### src/rtl/cache_line_filler.sv
// Miss-detect and line-fill controller for the single-line instruction cache.
// On a tag miss the whole line is streamed from ROM into the cache while the
// core is held. ROM data comes back ROM_LATENCY cycles after the address, so
// the write strobe and offset travel through a matching delay pipeline.
module cache_line_filler #(
  parameter int ADDR_W      = 8,
  parameter int OFFSET_W    = 5,
  parameter int ROM_LATENCY = 1   // legal 1..3
) (
  input  logic                       clk,
  input  logic                       reset,        // async, active low
  input  logic [ADDR_W-1:0]          pc,
  input  logic                       flush,
  output logic [ADDR_W-1:0]          rom_address,
  output logic [OFFSET_W-1:0]        cache_wroffset,
  output logic                       cache_wren,
  output logic [OFFSET_W-1:0]        cache_rdoffset,
  output logic                       hold_out,
  output logic                       line_valid,
  output logic [ADDR_W-OFFSET_W-1:0] line_tag,
  output logic [7:0]                 miss_count
);
  localparam int TAG_W = ADDR_W - OFFSET_W;

  localparam logic [1:0] S_IDLE  = 2'd0;
  localparam logic [1:0] S_FILL  = 2'd1;
  localparam logic [1:0] S_DRAIN = 2'd2;

  localparam logic [OFFSET_W-1:0] FILL_LAST  = '1;
  localparam logic [1:0]          DRAIN_LAST = 2'(ROM_LATENCY - 1);

  logic [1:0]          state_q, state_d;
  logic [OFFSET_W-1:0] fill_cnt_q, fill_cnt_d;
  logic [1:0]          drain_cnt_q, drain_cnt_d;
  logic                line_valid_q, line_valid_d;
  logic [TAG_W-1:0]    line_tag_q, line_tag_d;
  logic [7:0]          miss_count_q, miss_count_d;
  logic                flush_pending_q, flush_pending_d;

  // write pipeline: stage ROM_LATENCY-1 lines up with the returning ROM word
  logic [ROM_LATENCY-1:0]               vld_pipe_q, vld_pipe_d;
  logic [ROM_LATENCY-1:0][OFFSET_W-1:0] off_pipe_q, off_pipe_d;

  logic hit, miss, issue;

  assign hit   = line_valid_q && (pc[ADDR_W-1:OFFSET_W] == line_tag_q);
  assign miss  = ~hit;
  assign issue = (state_q == S_FILL);

  // next-state: tag capture on miss, fill/drain sequencing, flush tracking
  always_comb begin
    state_d         = state_q;
    fill_cnt_d      = fill_cnt_q;
    drain_cnt_d     = drain_cnt_q;
    line_valid_d    = line_valid_q;
    line_tag_d      = line_tag_q;
    miss_count_d    = miss_count_q;
    flush_pending_d = flush_pending_q;
    case (state_q)
      S_IDLE: begin
        if (miss) begin
          line_tag_d      = pc[ADDR_W-1:OFFSET_W];
          line_valid_d    = 1'b0;
          fill_cnt_d      = '0;
          flush_pending_d = 1'b0;
          if (miss_count_q != 8'hFF) miss_count_d = miss_count_q + 8'd1;
          state_d         = S_FILL;
        end else if (flush) begin
          // invalidate now; the resulting miss shows up next cycle
          line_valid_d = 1'b0;
        end
      end
      S_FILL: begin
        if (flush) flush_pending_d = 1'b1;
        fill_cnt_d = fill_cnt_q + 1'b1;   // wraps to 0 after the last word
        if (fill_cnt_q == FILL_LAST) begin
          state_d     = S_DRAIN;
          drain_cnt_d = '0;
        end
      end
      S_DRAIN: begin
        if (flush) flush_pending_d = 1'b1;
        if (drain_cnt_q == DRAIN_LAST) begin
          // a flush that lands on the final drain cycle still counts
          line_valid_d    = ~(flush_pending_q | flush);
          flush_pending_d = 1'b0;
          state_d         = S_IDLE;
        end else begin
          drain_cnt_d = drain_cnt_q + 2'd1;
        end
      end
      default: state_d = S_IDLE;
    endcase
  end

  // write pipeline shift: issue strobe and fill offset delayed ROM_LATENCY cycles
  always_comb begin
    vld_pipe_d    = vld_pipe_q;
    off_pipe_d    = off_pipe_q;
    vld_pipe_d[0] = issue;
    off_pipe_d[0] = fill_cnt_q;
    for (int i = 1; i < ROM_LATENCY; i++) begin
      vld_pipe_d[i] = vld_pipe_q[i-1];
      off_pipe_d[i] = off_pipe_q[i-1];
    end
  end

  // state registers; reset also drops any in-flight writes
  always_ff @(posedge clk or negedge reset) begin
    if (!reset) begin
      state_q         <= S_IDLE;
      fill_cnt_q      <= '0;
      drain_cnt_q     <= '0;
      line_valid_q    <= 1'b0;
      line_tag_q      <= '0;
      miss_count_q    <= '0;
      flush_pending_q <= 1'b0;
      vld_pipe_q      <= '0;
      off_pipe_q      <= '0;
    end else begin
      state_q         <= state_d;
      fill_cnt_q      <= fill_cnt_d;
      drain_cnt_q     <= drain_cnt_d;
      line_valid_q    <= line_valid_d;
      line_tag_q      <= line_tag_d;
      miss_count_q    <= miss_count_d;
      flush_pending_q <= flush_pending_d;
      vld_pipe_q      <= vld_pipe_d;
      off_pipe_q      <= off_pipe_d;
    end
  end

  // ROM address and core hold; IDLE passes pc through so a hit costs nothing
  always_comb begin
    rom_address = pc;
    hold_out    = 1'b1;
    case (state_q)
      S_IDLE:  hold_out    = miss;
      S_FILL:  rom_address = {line_tag_q, fill_cnt_q};
      S_DRAIN: rom_address = {line_tag_q, {OFFSET_W{1'b0}}};
      default: hold_out    = 1'b1;
    endcase
  end

  assign cache_wren     = vld_pipe_q[ROM_LATENCY-1];
  assign cache_wroffset = off_pipe_q[ROM_LATENCY-1];
  assign cache_rdoffset = pc[OFFSET_W-1:0];
  assign line_valid     = line_valid_q;
  assign line_tag       = line_tag_q;
  assign miss_count     = miss_count_q;
endmodule

### config.mk
export PLATFORM = sky130hd
export DESIGN_NAME = cache_line_filler
export DESIGN_NICKNAME = d
export VERILOG_FILES = /design/src/rtl/cache_line_filler.sv
export SDC_FILE = /design/constraint.sdc
export NUM_CORES = 1
export LEC_CHECK = 0
export CAP_MARGIN = 10
export CORE_MARGIN = 2
export CORE_UTILIZATION = 41
export DETAILED_ROUTE_END_ITERATION = 12
export HOLD_SLACK_MARGIN = 0.05
export PLACE_DENSITY = 0.72
export SYNTH_ARGS = -nofsm -noshare
export SYNTH_HDL_FRONTEND = slang
export SYNTH_SLANG_ARGS = --single-unit
### constraint.sdc
create_clock -name clk -period 2.4 [get_ports clk]
set_input_delay 0.24 -clock clk [delete_from_list [all_inputs] [get_ports clk]]
set_output_delay 0.24 -clock clk [all_outputs]
set_load 0.02 [all_outputs]
detail.png
Window x 40 to 60, y 40 to 60 um. Cells in grey, sequential cells in the stronger grey; small squares are vias.
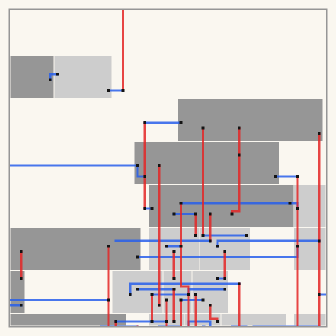
Key: metal 2 = red; metal 1 = blue
12 logic cells have their middle in the window. Netlist names of flops here include miss_count (3), cache_wroffset (1). Sequential cells in the window: 4. Most frequent: dfrtp_1 (4), xnor2_1 (3), clkdlybuf4s50_1 (3).

cell_density.png
7 x 7 tiles, from white (low) to dark blue (high), 0 to 100% covered.
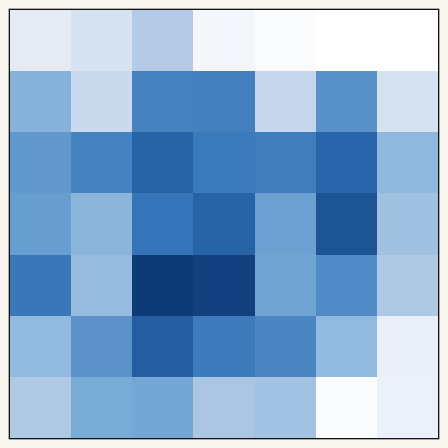
The mean over all tiles is 47%. The fullest tile reaches 96%. 6.1% of the tiles are nearly empty.

==> Slide: Implementation Results <==
Key Metrics from the Run

Worst setup path
  • Crit path capture type: primary output
  • Startpoint Class: flop
  • CP Class: flop to primary output
  • Crit-path max FO: 17

Die
  • Fp_density: around 43%
  • Die ar.: ~0.0044 sq mm
  • Num ports: ~43

Route
  • Drt initial violations: around 40
  • Via count: ~1300
  • Routed vias/inst: between 5 and 6
  • Final wirelength: roughly 3500 um
  • DR pass1 iterations: 4
  • Routed length per instance: 14.0 um
  • Detailed-route DRC error count: 0

Logic synthesis
  • Post-synth seq share: between 40% and 50%
  • Ao+oa area frac: around a tenth
  • Post-synth ARST share: 100%
  • Flip-flop and latch count after synthesis: 28
  • # Cells Yosys: about 160
  • Adder share: roughly 7.1%
  • Synth Area per Inst: between 9 and 10 sq um
  • Post-synth EDFFs: 0
  • Post-synthesis instance total: around 160
  • Synthesized area: around 0.0016 sq mm
  • Top logic family: simple AND/OR/NAND/NOR gates
  • XORs/XNORs by Area: just under 5%
  • Yosys Chip Area: 0.00159 sq mm
  • Synth warn: 0
  • Floorplan Nets: approximately 180
  • Main flop type: dfrtp_1

Power
  • Leak: slightly above 0.9 nW
  • Pint: roughly 1.6 mW
  • VDD IR max: 0.000783 V
  • Clock share of power: between 10 and 15%
  • Net Sw Frac: approximately 39%

Clocking
  • Worst-Skew Late Latency: roughly 0.28 ns
  • CTS tree: done
  • Clk buf depth: 2
  • Cts bufs inserted: 3
  • CTS HTree Levels: 1
  • CTS Hold Bufs: 0
  • CTS root buffer: clkbuf_8

GRT
  • Number of global-route vias before repair: around 1300
  • First-pass GRT wire length: 5850 um
  • Remaining global-route overflow: 0
  • Global Route Usage Sum: 17.1%
  • Largest net degree at the start of global routing: 29

Run status
  • Outcome: complete, no violations

Finish
  • ANT cells: 0
  • Commonest Layout Cell: clkdlybuf4s50_1
  • Fillcell total: about 310
  • Area Overhead vs Synth: 33.6%
  • Logic area: between 700 and 800 sq um
  • Top logic cells by instance count in the layout: clkdlybuf4s50_1, dfrtp_1, inv_1, o21ai_0
  • Flop area: 701 sq um
  • Share of cells above drive strength 1: between 10 and 15%

STA
  • Clock skew: roughly 0.0067 ns
  • Final setup viols: 0
  • Fin crit period: between 2 and 2.5 ns
  • Worst-Margin Slew: roughly 0.45 ns
  • Slew HR: between 70% and 80%
  • Max-slew violations: 0
  • Final Hold Fails: 0
  • Fmax: ~440 MHz

Place
  • Routability Congestion: between 0.7 and 0.8
  • DP HPWL: around 2500 um

Run
  • Tool Warnings: 30
  • Max Cap Viol: 0

Hold path
  • Worst min path class: input port to asynchronous set/reset pin
placement.png
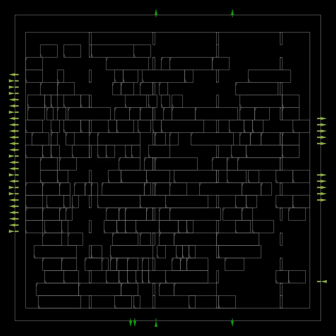
Cell Count, Final, Fillers Out: 247
Seq/total area: 32.9%
Core Region: 0.00369 sq mm
Final Util: 57.7%
Row Count: 22

io_placement.png
Bar = 20 um. Pins as bars across the die edge, other pins in grey.
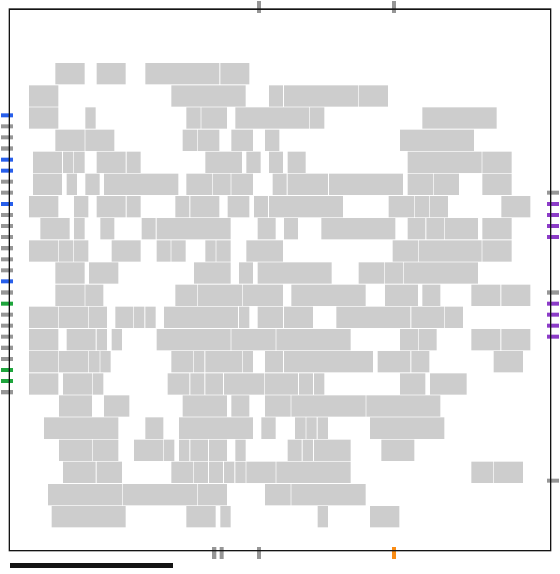
Key: miss_count = purple [pins 8, direction output, edge right]; cache_wren = orange [pins 1, direction output, edge bottom]; line_tag = green [pins 3, direction output, edge left]; cache_rdoffset = blue [pins 5, direction output, edge left]
die width: 66.3 um
number of I/O port buffers: 42
die height: 66.3 um

==> state kept, by name (all words and copies together) (netlist names) <==
signal,cells
line_valid,1
fill_cnt_q,5
state_q,2
cache_wroffset,5
flush_pending_q,1
cache_wren,1
drain_cnt_q,2
line_tag,3
miss_count,8
==> final timing paths <==
check / from / end / slack, ns / cells past startpoint
setup / recovery: state_q[0] / rom_address[5] / 0.15 / 5
hold / removal: reset / fill_cnt_q[4] / 0.34 / 2
setup reg to reg: fill_cnt_q[0] / state_q[0] / 0.51 / 6
hold reg to reg: fill_cnt_q[4] / cache_wroffset[4] / 0.50 / 0
max in group asynchronous: reset / state_q[1] / 1.80 / 2
min in group clk: fill_cnt_q[4] / cache_wroffset[4] / 0.50 / 0
==> per-stage QoR <==
stage	util, %	instances	hold WS, ns	area (sq um)	setup slack, ns
3_3_place_gp	55.3	243	0.460	2040	0.332
2_1_floorplan	-	160	-0.0556	1590	0.557
4_1_cts	57.3	247	0.350	2110	0.0225
3_5_place_dp	55.3	243	0.461	2040	0.243
5_1_grt	57.7	247	0.366	2130	0.0147
6_report	57.7	247	0.337	2130	0.147
==> timing repair <==
item                                   in CTS  in global routing
setup buffers                               0                  0
endpoints found under the hold margin       0                  0
pin swaps                                   0                  0
gates resized                               1                  3
setup endpoints to repair                   8                  8
==> power by group through the flow <==
stage               logic (mW)  clock network (mW)  registers, mW
floorplan                0.707                   0          0.964
global placement          1.35                   0          0.839
detailed placement        1.38                   0          0.845
CTS                       1.40               0.379          0.838
global route              1.53               0.400          0.870
finish                    1.41               0.373          0.839
==> routing by layer <==
metal  up-vias  track usage (%)  part of all wire [%]
li1        629                -                     -
met1       632             20.6                    44
met2        51             29.6                    48
met3         6             4.09                   6.4
met4         0             6.12                  0.98
met5         -                0                     0
==> cell usage after synthesis, drive strengths merged, types with 4 or more instances <==
library cell	number	area share, %
buf	10	4.0
and3	6	3.0
a21oi	5	1.6
nand2b	4	1.6
nand4	7	3.7
nand3	9	2.8
inv	15	3.5
ha	9	7.1
mux2	7	5.2
dfrtp	28	44
xnor2	8	4.4
o21ai	13	4.1
nand2	9	2.1
nor2	4	0.94
==> logic make-up after synthesis <==
kind of cell | count (synthesis)
AND/OR/NAND/NOR | 50
AND-OR/OR-AND | 28
flip-flops | 28
buffers and inverters | 27
XOR/XNOR | 9
multiplexers | 9
adder cells (fa/ha/maj) | 9
==> worst max-delay path: stages (launching register included) <==
cell and delay (ns):
dfrtp_1 0.42, inv_1 0.12, ha_4 0.37, nand2_1 0.08, o22ai_1 0.13, clkdlybuf4s50_1 0.63
==> final cells by class <==
class | count | share of cell area (%)
Multi-Input combinational cell | 105 | 36.7
Sequential cell | 28 | 32.9
Timing Repair Buffer | 47 | 21.5
Tap cell | 48 | 2.82
Inverter | 15 | 2.65
Clock buffer | 3 | 1.94
Clock inverter | 1 | 1.41
Power is estimated from default activity; no workload was simulated.
